==> run_1/power_grid.png <==
The bar under the picture is 50 um long. Pins as bars on the die edge.
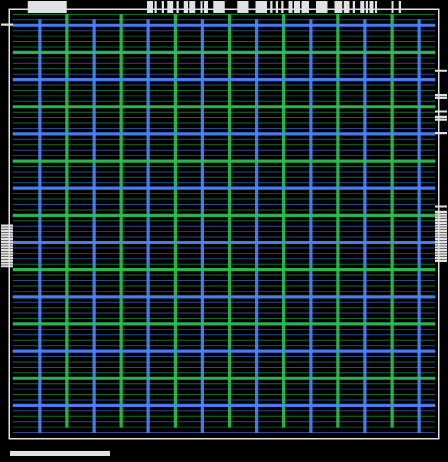
==> run_1/cell_density.png <==
The bar under the picture is 50 um long. The die is cut into 21 by 21 equal tiles; black is low, pale yellow is high, 0 to 100% covered.
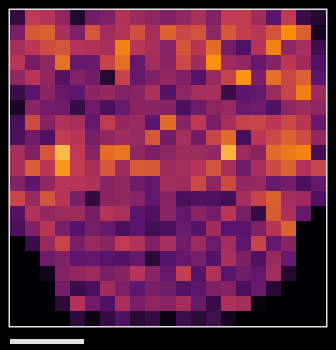
==> run_1/congestion.png <==
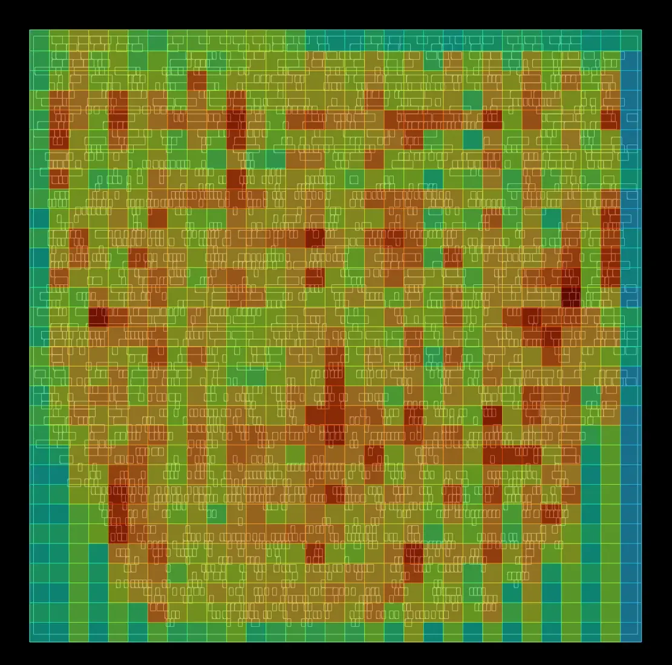
## config.mk

```make
export PLATFORM = sky130hd
export DESIGN_NAME = div_nonrestoring_seq
export DESIGN_NICKNAME = d
export VERILOG_FILES = /design/src/rtl/div_nonrestoring_seq.sv
export SDC_FILE = /design/constraint.sdc
export NUM_CORES = 1
export LEC_CHECK = 0
export ABC_AREA = 1
export CAP_MARGIN = 30
export CELL_PAD_IN_SITES_DETAIL_PLACEMENT = 0
export CELL_PAD_IN_SITES_GLOBAL_PLACEMENT = 1
export CORE_UTILIZATION = 32
export DETAILED_ROUTE_END_ITERATION = 7
export PLACE_DENSITY = 0.65
export SLEW_MARGIN = 25
export SYNTH_ARGS = -nofsm -noshare
export SYNTH_HDL_FRONTEND = slang
export SYNTH_SLANG_ARGS = --single-unit
```

## constraint.sdc

```tcl
create_clock -name i_clk -period 4 [get_ports i_clk]
set_clock_uncertainty 0.2 [all_clocks]
set_input_delay 0.6 -clock i_clk [delete_from_list [all_inputs] [get_ports i_clk]]
set_output_delay 0.6 -clock i_clk [all_outputs]
set_load 0.01 [all_outputs]
```

## src/rtl/div_nonrestoring_seq.sv

```systemverilog
// div_nonrestoring_seq: sequential radix-2 non-restoring divider.
// One quotient bit per clock, start/done handshake, divide-by-zero flag.
// Optional signed operation is enabled by defining DIV_SIGNED_EN; the
// default build treats both operands as unsigned.
//
// state | meaning
// ------+---------------------------------------------------------------
// IDLE  | waiting for i_start; operands captured on accept
// CALC  | WIDTH iterations, one shift/add-or-subtract per cycle
// FIX   | final remainder restore and sign correction, results loaded
// DONE  | o_done pulse; results visible; returns to IDLE
module div_nonrestoring_seq #(
  parameter int WIDTH = 32
) (
  input  logic             i_clk,
  input  logic             i_rst,
  input  logic             i_start,
  input  logic [WIDTH-1:0] i_dividend,
  input  logic [WIDTH-1:0] i_divisor,
  output logic             o_busy,
  output logic             o_done,
  output logic             o_dz,
  output logic [WIDTH-1:0] o_quotient,
  output logic [WIDTH-1:0] o_remainder
);

  localparam int CW = $clog2(WIDTH + 1);

  typedef enum logic [1:0] {
    S_IDLE = 2'd0,
    S_CALC = 2'd1,
    S_FIX  = 2'd2,
    S_DONE = 2'd3
  } state_t;

  state_t state, state_nxt;

  logic [WIDTH:0]   a_reg;
  logic [WIDTH-1:0] q_reg;
  logic [WIDTH-1:0] m_reg;
  logic [CW-1:0]    cnt;

  logic [WIDTH-1:0] dvd_mag;
  logic [WIDTH-1:0] dvs_mag;
  logic             div_zero;

  logic [WIDTH:0]   m_ext;
  logic [WIDTH:0]   a_shift;
  logic [WIDTH:0]   a_next;
  logic [WIDTH-1:0] q_next;
  logic [WIDTH:0]   a_fixed;
  logic [WIDTH-1:0] q_final;
  logic [WIDTH-1:0] r_final;

`ifdef DIV_SIGNED_EN
  logic sq_reg;
  logic sr_reg;

  // Magnitudes of the signed operands; the most-negative value maps to 2^(WIDTH-1).
  always_comb begin
    dvd_mag = i_dividend[WIDTH-1] ? ({WIDTH{1'b0}} - i_dividend) : i_dividend;
    dvs_mag = i_divisor[WIDTH-1]  ? ({WIDTH{1'b0}} - i_divisor)  : i_divisor;
  end
`else
  // Unsigned operands are their own magnitudes.
  always_comb begin
    dvd_mag = i_dividend;
    dvs_mag = i_divisor;
  end
`endif

  assign div_zero = (i_divisor == {WIDTH{1'b0}});

  // One non-restoring iteration plus the final restore step.
  always_comb begin
    m_ext   = {1'b0, m_reg};
    a_shift = {a_reg[WIDTH-1:0], q_reg[WIDTH-1]};
    if (a_reg[WIDTH])
      a_next = a_shift + m_ext;
    else
      a_next = a_shift + (~m_ext + {{WIDTH{1'b0}}, 1'b1});
    q_next  = {q_reg[WIDTH-2:0], ~a_next[WIDTH]};
    a_fixed = a_reg[WIDTH] ? (a_reg + m_ext) : a_reg;
`ifdef DIV_SIGNED_EN
    q_final = sq_reg ? ({WIDTH{1'b0}} - q_reg) : q_reg;
    r_final = sr_reg ? ({WIDTH{1'b0}} - a_fixed[WIDTH-1:0]) : a_fixed[WIDTH-1:0];
`else
    q_final = q_reg;
    r_final = a_fixed[WIDTH-1:0];
`endif
  end

  // State register.
  always_ff @(posedge i_clk) begin
    if (i_rst)
      state <= S_IDLE;
    else
      state <= state_nxt;
  end

  // Next-state logic; a zero divisor skips straight to DONE.
  always_comb begin
    state_nxt = state;
    unique case (state)
      S_IDLE: if (i_start) state_nxt = div_zero ? S_DONE : S_CALC;
      S_CALC: if (cnt == CW'(1)) state_nxt = S_FIX;
      S_FIX:  state_nxt = S_DONE;
      S_DONE: state_nxt = S_IDLE;
      default: state_nxt = S_IDLE;
    endcase
  end

  // Handshake outputs decoded from the state.
  always_comb begin
    o_busy = (state != S_IDLE);
    o_done = (state == S_DONE);
  end

  // Datapath and result registers.
  always_ff @(posedge i_clk) begin
    if (i_rst) begin
      a_reg       <= '0;
      q_reg       <= '0;
      m_reg       <= '0;
      cnt         <= '0;
      o_dz        <= 1'b0;
      o_quotient  <= '0;
      o_remainder <= '0;
`ifdef DIV_SIGNED_EN
      sq_reg      <= 1'b0;
      sr_reg      <= 1'b0;
`endif
    end else begin
      unique case (state)
        S_IDLE: begin
          if (i_start) begin
            a_reg <= '0;
            q_reg <= dvd_mag;
            m_reg <= dvs_mag;
            cnt   <= CW'(WIDTH);
            o_dz  <= div_zero;
`ifdef DIV_SIGNED_EN
            sq_reg <= i_dividend[WIDTH-1] ^ i_divisor[WIDTH-1];
            sr_reg <= i_dividend[WIDTH-1];
`endif
            if (div_zero) begin
              o_quotient  <= {WIDTH{1'b1}};
              o_remainder <= i_dividend;
            end
          end
        end
        S_CALC: begin
          a_reg <= a_next;
          q_reg <= q_next;
          cnt   <= cnt - CW'(1);
        end
        S_FIX: begin
          a_reg       <= a_fixed;
          o_quotient  <= q_final;
          o_remainder <= r_final;
        end
        default: ;
      endcase
    end
  end

endmodule

```

==> results_slide.txt, run 1 <==
Physical Implementation Snapshot

Drt
  – Antenna viol nets, final: 0
  – Drt initial violations: about 1300
  – Via count: 16060

Yosys
  – Synth Warn #: 0
  – Flops after synth: between 150 and 200
  – Seq share, synth: between 20% and 30%
  – Syn Area/Cell: between 5 and 6 sq um
  – Syn_nets: around 2700
  – Post-synthesis instance total: between 2000 and 3000
  – Synth async-reset ratio: 0%

Run
  – Tool Warnings: just over 60
  – Max-Cap Viols: 0

GRT
  – Largest net degree at the start of global routing: around 100
  – Initial antenna violation count: 0
  – Global-route wire length before repair: 89.07 mm

Die
  – # rows: 77
  – Die area: 45950 sq um

Setup path
  – Startpoint Class: flip-flop
  – R2R Path Start: m_reg[4]$_SDFFE_PP0P_
  – Crit Path Category: reg2reg
  – Worst Path Max Fanout: 7

Final timing
  – Fmax achieved: approximately 320 MHz
  – Final Setup Violations: 0
  – Setup TNS: 0 ns
  – Hold slack final: between 0.2 and 0.3 ns
  – Worst Max-Slew Pin Slew: around 0.88 ns

CTS
  – H-tree depth: 4
  – Post-CTS Hold Fix Bufs: 0
  – Root buf cell: clkbuf_16

Place
  – Post-DP HPWL: between 40 and 50 mm
  – Port Buffer Count: 133

Layout
  – Most instantiated logic cells after routing: nand2_1, inv_1, a21oi_1
  – Share of cells above drive strength 1: about 3%

Power and ir drop
  – Power Total: 9.926 mW

Run status
  – Status: finished clean
About power_grid.png:
VSS: marked blue. VDD: marked green.
The core has 77 rows. 15 straps on met5. 78 met1 rails follow the rows. 134 signal pins sit on the boundary. 15 straps on met4.
die height: 214.4 um
die width: 214.4 um
VDD IR max: 0.5345 mV
core footprint: 44320 sq um

About cell_density.png:
The mean over all tiles is 35%. 8.4% of the tiles are nearly empty. 1.1% of the tiles are over 75% full. The fullest tile reaches 85%.
Util after Layout: 38.13%
fp_density: 32.57%

About congestion.png:
Top Usage Layer GRT: met2
GR Layer Usage met2: 41.80%
WL/cell: 18.33 um
GRT Overall Usage: 25.17%
met3 usage: 2.539%

==> run 1: report_power, final <==
| group | leakage [nW] | switching (mW) | internal, mW |
|---|---|---|---|
| sequential | 1.39 | 0.403 | 2.10 |
| clock | 0.295 | 0.794 | 0.966 |
| combinational | 6.21 | 3.90 | 1.76 |
| total | 7.89 | 5.10 | 4.83 |
==> run 1: how the worst min path moves through the flow <==
stage	endpoint	slack (ns)	depth (start not counted)
after floorplan	cnt[3]$_SDFFE_PP0P_	0.25	2
final	o_quotient[18]$_SDFFE_PP0P_	0.27	2
after global routing	o_quotient[9]$_SDFFE_PP0P_	0.29	2
after global placement	o_quotient[24]$_SDFFE_PP0P_	0.25	2
after CTS	o_quotient[16]$_SDFFE_PP0P_	0.27	2
after detailed placement	o_quotient[16]$_SDFFE_PP0P_	0.26	2
==> run 1: Yosys cell counts (all sizes together), types with 3 or more instances <==
cell type  instances  share of area (%)
a21o               5               0.26
a21oi            258                8.9
a31oi             39                1.7
and2               5               0.22
buf               31                1.3
clkbuf            66                1.7
dfxtp            170                 24
fa                 3               0.42
ha               102                8.8
inv              340                8.8
nand2            856                 22
nand3            116                4.0
nand3b             4               0.21
nand4             29                1.3
nor2             227                5.9
nor3              21               0.87
nor4               8               0.35
o211ai             9               0.47
o21ai            206                7.2
o21bai            10               0.52
or2                4               0.17
xnor2              5               0.30
xor2               3               0.18
==> run 1: cell families after synthesis <==
| family | Yosys count | synth area share (%) |
|---|---|---|
| buffers and inverters | 437 | 11.89 |
| XOR/XNOR | 8 | 0.4855 |
| flip-flops | 170 | 23.58 |
| multiplexers | 1 | 0.07802 |
| adder cells (fa/ha/maj) | 105 | 9.259 |
| AND/OR/NAND/NOR | 1273 | 35.43 |
| AND-OR/OR-AND | 531 | 19.28 |
==> run 1: layer usage <==
metal	GRT usage [%]	wire (um)	vias to the layer above
li1	-	-	8264
met3	2.539	2428	51
met5	0	0	-
met1	34.95	28040	7370
met2	41.80	27330	378
met4	5.643	1051	0
==> run 1: layout make-up <==
class | count | area (sq um)
clock buffers | 18 | 439.2
clock inverters | 14 | 178.9
fillers | 4969 | 27420
multi-input cells | 1918 | 9335
inverters | 340 | 1276
well taps | 592 | 740.7
diodes | 1 | 2.502
flip-flops and latches | 170 | 3407
repair buffers | 157 | 1519
==> run 1: stage by stage <==
stage	util, %	area (sq um)	std cells	worst slack [ns]
after floorplan	-	14430	2525	1.764
after global placement	36.73	16280	3177	0.7292
after detailed placement	36.73	16280	3177	0.6312
after CTS	38.13	16900	3209	0.9794
after global routing	38.13	16900	3209	0.6741
final	38.13	16900	3210	0.8660
==> run 1: critical path: stages (launching register included) <==
cell	delay [ns]
dfxtp_1	0.41
inv_1	0.09
ha_1	0.39
nor2_1	0.28
inv_1	0.07
nor2_1	0.27
nand3_1	0.18
nand2_1	0.17
nand2_1	0.06
nand2_1	0.17
nand2_1	0.19
nand4_1	0.14
nand3_1	0.15
nand2_1	0.10
nand2_1	0.05
a21oi_1	0.13
==> run_1/placement_by_type.png <==
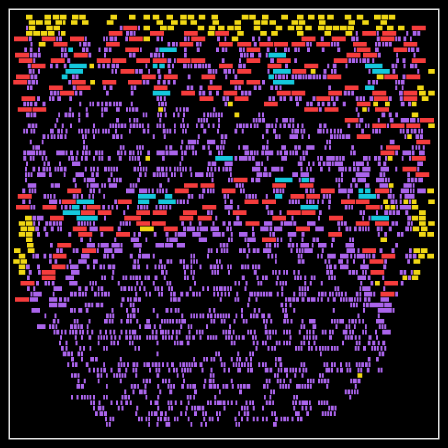

==> inputs of run 2 (changes only) <==
clock period = 3.2 ns   (was 4 ns; I/O delays follow)
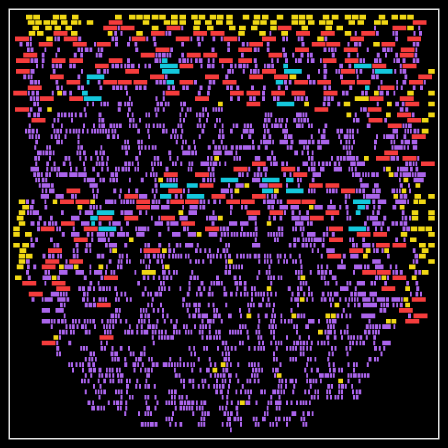
(run_2/placement_by_type.png)
other buffers and delay cells: marked yellow, cells 200. clock drivers and dummy loads: marked cyan, cells 32. combinational and other logic: marked purple, cells 2258. flops: marked red, cells 170.
final instance area: 17200 sq um
# rows: 77
sequential cell area share: 19.81%
Util after Layout: 38.81%

==> run 2 against run 1 <==
  * Register-to-register slack got worse by 0.67 ns
  * Wire length rose by 4.4%
  * Maximum frequency rose by 4.4%
  * Non-clock buffer count rose by 43
  * Die size did not move
  * Count of clock-buffer cells in the layout fell by 1
  * Global-route usage rose by 1.2 points
  * Cell count rose by 1.3%
  * Sequential cell count did not move
  * Cell area rose by 1.8%
  * Sequential power rose by 22%
  * Largest cell class unchanged
  * Highest routed layer unchanged
==> results_slide.txt, run 2 <==
Physical Implementation Snapshot

Yosys
  – Synth Warn #: 0
  – Yosys simple share: 35.43%
  – List of most frequent post-synthesis cells: nand2_1, inv_1, a21oi_1
  – Post-Synth XOR/XNOR Area: less than 1%
  – Seq share, synth: between 20% and 30%
  – Flops after synth: ~170
  – Dominant comb cell: simple AND/OR/NAND/NOR gates
  – Adder-Cell Fraction of Synth Area: between 9 and 10%
  – AO/OA Area Share: between 15 and 20%
  – Synth top area share: 23.58%
  – Synth area leader: dfxtp_1
  – Synth async-reset ratio: 0%
  – Top post-synthesis cells by area: dfxtp_1, nand2_1, a21oi_1
  – Synth top cell by count: nand2_1
  – Synth mux share: less than 1%
  – Post-synthesis instance total: 2525

Place
  – Post-Place Setup Slack: 0.2018 ns
  – Post-DP HPWL: around 50 mm
  – Port Buffer Count: 133

GRT
  – Initial antenna violation count: 1
  – Largest net degree at the start of global routing: slightly above 70
  – GRT Overall Usage: approximately a quarter

Final timing
  – Setup TNS: 0 ns
  – Worst Max-Slew Pin Slew: 0.9752 ns
  – Fmax achieved: roughly 330 MHz
  – Worst setup margin: ~0.20 ns

Setup path
  – Worst Path Max Fanout: 9
  – Crit Path Category: reg2reg
  – Startpoint Class: flip-flop
  – R2R Path Start: m_reg[24]$_SDFFE_PP0P_

Die
  – Die area: 45950 sq um
  – Core footprint: 44320 sq um
  – Die width: roughly 210 um
  – Die height: approximately 210 um
  – Fp_density: between 30% and 40%

Run
  – Tool Warnings: a little over 60

Run status
  – Status: finished clean

Drt
  – Antenna viol nets, final: 0

CTS
  – H-tree depth: 4

Layout
  – Logic area: 9338 sq um
  – Register area: ~3400 sq um
-- run 2: final cells by class --
cell class	count	share of cell area [%]
tap	592	4.306
timing repair buffer	200	10.78
clock buffer	17	2.473
inverter	340	7.420
multi-input combinational	1918	54.29
clock inverter	15	0.9093
antenna	1	0.01455
sequential	170	19.81
-- run 2: what timing repair did --
| item | 4_1_cts | 5_1_grt |
|---|---|---|
| resized | 0 | 2 |
| endpoints found under the setup margin | 0 | 2 |
| hold buffers | 0 | 0 |
-- run 2: critical path: stages (launching register included) --
cell and delay [ns]:
dfxtp_1 0.38, inv_1 0.09, ha_1 0.44, nor2_1 0.21
inv_1 0.09, nor2_1 0.28, nand2_1 0.17, nor4_1 0.22
nand2_1 0.24, nand3_1 0.15, nand2_1 0.06, nand3_1 0.14
nand2_1 0.07, nand2_1 0.06, a21oi_1 0.06
-- run 2: report_power, final --
part           internal, mW  total [mW]  switching [mW]  leakage, nW
Sequential             2.63        3.05           0.422         1.39
Clock                  1.04        2.07            1.02        0.278
Combinational          2.34        7.38            5.04         6.43
Total                  6.01        12.5            6.49         8.10
-- run 2: through the flow --
stage	cell area (sq um)	cells	hold WS, ns	power, mW	utilization, %
after floorplan	14430	2525	0.2514	7.665	-
after global placement	16610	3220	0.2530	10.39	37.49
after detailed placement	16610	3220	0.2555	10.38	37.49
after CTS	17200	3252	0.2666	12.49	38.80
after global routing	17200	3252	0.2830	13.53	38.81
final	17200	3253	0.2634	12.50	38.81
-- run 2: cell families after synthesis --
kind of cell / after synthesis
AND/OR/NAND/NOR: 1273
AND-OR/OR-AND: 531
buffers and inverters: 437
flip-flops: 170
adder cells (fa/ha/maj): 105
XOR/XNOR: 8
multiplexers: 1
-- run 2: worst paths after layout --
check | endpoint | slack, ns | cells past startpoint
worst min register to register | o_quotient[17]$_SDFFE_PP0P_ | 0.26 | 2
worst min-delay path | o_quotient[17]$_SDFFE_PP0P_ | 0.26 | 2
worst max-delay path | a_reg[27]$_SDFFE_PP0P_ | 0.20 | 14
worst max register to register | a_reg[27]$_SDFFE_PP0P_ | 0.20 | 14
-- run 2: layer usage --
layer  wire [um]  GRT usage [%]  part of all wire [%]  vias to the layer above
met5           0              0                     0                        -
met4        1530          7.286                   2.5                        0
met3        3052          3.957                   5.0                       72
met2       28070          43.41                    46                      471
met1       28800          35.63                    47                     7530
li1            -              -                     -                     8350
==> run_2/io_fan.png <==
The bar under the picture is 50 um long.
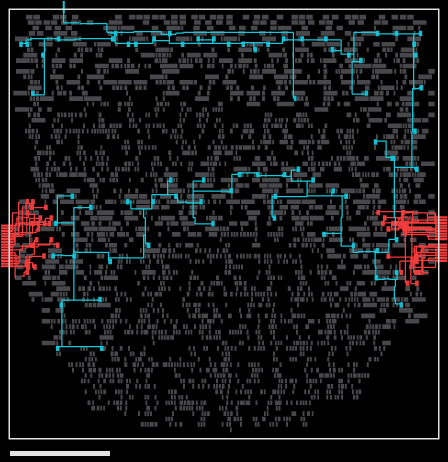

==> inputs of run 3 (changes only) <==
CTS_BUF_LIST = sky130_fd_sc_hd__clkbuf_4 sky130_fd_sc_hd__clkbuf_8   (was not set)
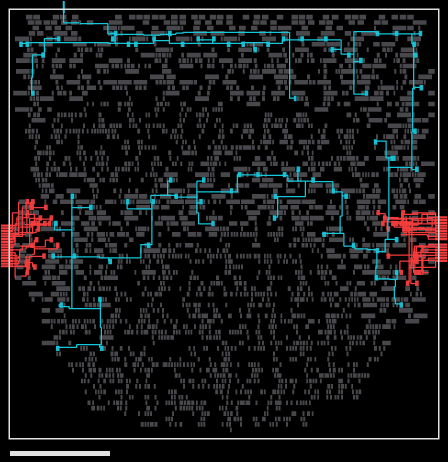
(run_3/io_fan.png)
The bar under the picture is 50 um long.
i_rst: marked cyan, direction input, edge top, end cells 71, buffers 2, wire 1210 um. i_divisor: marked red, direction input, edge 16 right, 16 left, end cells 42, buffers 32, wire 923 um.
I/O pin cnt: 134
Port Buffer Count: 133

==> run 3 against run 2 <==
  * First-iteration DRC count decreased by 1.0%
  * Wire length hardly changed
  * Utilization shrank 0.43 points
  * Critical path type unchanged
  * Largest power group unchanged
==> results_slide.txt, run 3 <==
Physical Implementation Snapshot

CTS
  – H-tree depth: 4
  – Gates resized, CTS repair: 0
  – Post-CTS Hold Fix Bufs: 0
  – Root buf cell: clkbuf_8

Yosys
  – Yosys simple share: about 35%
  – Synth top cell by count: nand2_1
  – Synth area leader: dfxtp_1
  – Seq share, synth: a little under a quarter
  – Syn_nets: about 2700
  – Synth async-reset ratio: 0%
  – Syn Area/Cell: roughly 5.7 sq um
  – Post-Synth XOR/XNOR Area: 0.4855%
  – Synth Warn #: 0
  – Dominant comb cell: simple AND/OR/NAND/NOR gates
  – Post-synthesis instance total: around 2500

GRT
  – Largest net degree at the start of global routing: about 71
  – GRT Overall Usage: between 20% and 30%
  – Initial antenna violation count: 1
  – Global-route wire length before repair: slightly above 90 mm

Die
  – Die width: about 210 um
  – Core footprint: about 44000 sq um
  – Die height: 214.4 um
  – Fp_density: roughly a third

Drt
  – Drt initial violations: ~1400
  – WL/cell: approximately 19 um
  – Antenna viol nets, final: 0
  – Via count: 16420

Run status
  – Status: finished clean

Run
  – Max-Cap Viols: 0

Place
  – Post-Place Setup Slack: between 0.2 and 0.25 ns
  – Placed Instance Area: 16610 sq um
  – Post-DP HPWL: roughly 50 mm

Final timing
  – Hold slack final: about 0.27 ns
  – Worst Max-Slew Pin Slew: roughly 0.98 ns
  – Final Setup Violations: 0
  – Setup TNS: 0 ns
  – Worst setup margin: 0.2275 ns

Layout
  – Share of cells above drive strength 1: 4.586%
  – Final instance area: approximately 17000 sq um
  – Most instantiated logic cells after routing: nand2_1, inv_1, a21oi_1

Power and ir drop
  – Power Total: approximately 12 mW

Setup path
  – CP max stage cell: ha_1
  – Worst Path Max Fanout: 9
  – Crit Path Category: reg2reg
  – Slowest Stage Delay on Critical Path: between 0.4 and 0.5 ns
  – Critical Path Most Common Cell: nand2_1
==> run 3: layout make-up <==
| class | count | area [sq um] |
|---|---|---|
| repair buffers | 200 | 1854 |
| flip-flops and latches | 170 | 3407 |
| inverters | 340 | 1276 |
| clock inverters | 15 | 156.4 |
| fillers | 5065 | 27310 |
| well taps | 592 | 740.7 |
| clock buffers | 17 | 234.0 |
| multi-input cells | 1918 | 9338 |
| diodes | 1 | 2.502 |
==> run 3: worst paths after layout <==
kind,from,end,slack (ns),cells past startpoint
hold reg to reg,o_quotient[17]$_SDFFE_PP0P_,o_quotient[17]$_SDFFE_PP0P_,0.27,2
hold / removal,o_quotient[17]$_SDFFE_PP0P_,o_quotient[17]$_SDFFE_PP0P_,0.27,2
setup / recovery,m_reg[24]$_SDFFE_PP0P_,a_reg[27]$_SDFFE_PP0P_,0.23,14
setup reg to reg,m_reg[24]$_SDFFE_PP0P_,a_reg[27]$_SDFFE_PP0P_,0.23,14
==> run 3: power by group <==
part,internal [mW],switching (mW)
clock network,0.582,0.975
logic,2.34,5.03
registers,2.63,0.423
total,5.55,6.43
==> run 3: critical path: cells and delay by family, from the launching register on <==
| kind | cells | cell delay [ns] |
|---|---|---|
| buffers and inverters | 2 | 0.17 |
| AND-OR/OR-AND | 1 | 0.06 |
| flip-flops | 1 | 0.39 |
| AND/OR/NAND/NOR | 10 | 1.59 |
| adder cells (fa/ha/maj) | 1 | 0.44 |
==> run 3: per-layer routing <==
metal  track usage [%]  share of wire [%]  wire length [um]  vias up
met3             3.929                5.1              3137       65
met4             6.881                2.3              1388        0
met1             35.50                 47             28670     7543
li1                  -                  -                 -     8345
met2             43.68                 46             28270      468
met5                 0                  0                 0        -
==> run 3: per-stage QoR <==
step                cells  util, %
CTS                  3252    38.37
global placement     3220    37.49
detailed placement   3220    37.49
floorplan            2525        -
finish               3253    38.38
global route         3252    38.37
==> run 3: logic make-up after synthesis <==
family / Yosys count
fa+ha+maj: 105
buf+inv: 437
simple gates: 1273
flops: 170
xor+xnor: 8
mux: 1
compound gates: 531
Power is estimated from default activity; no workload was simulated.
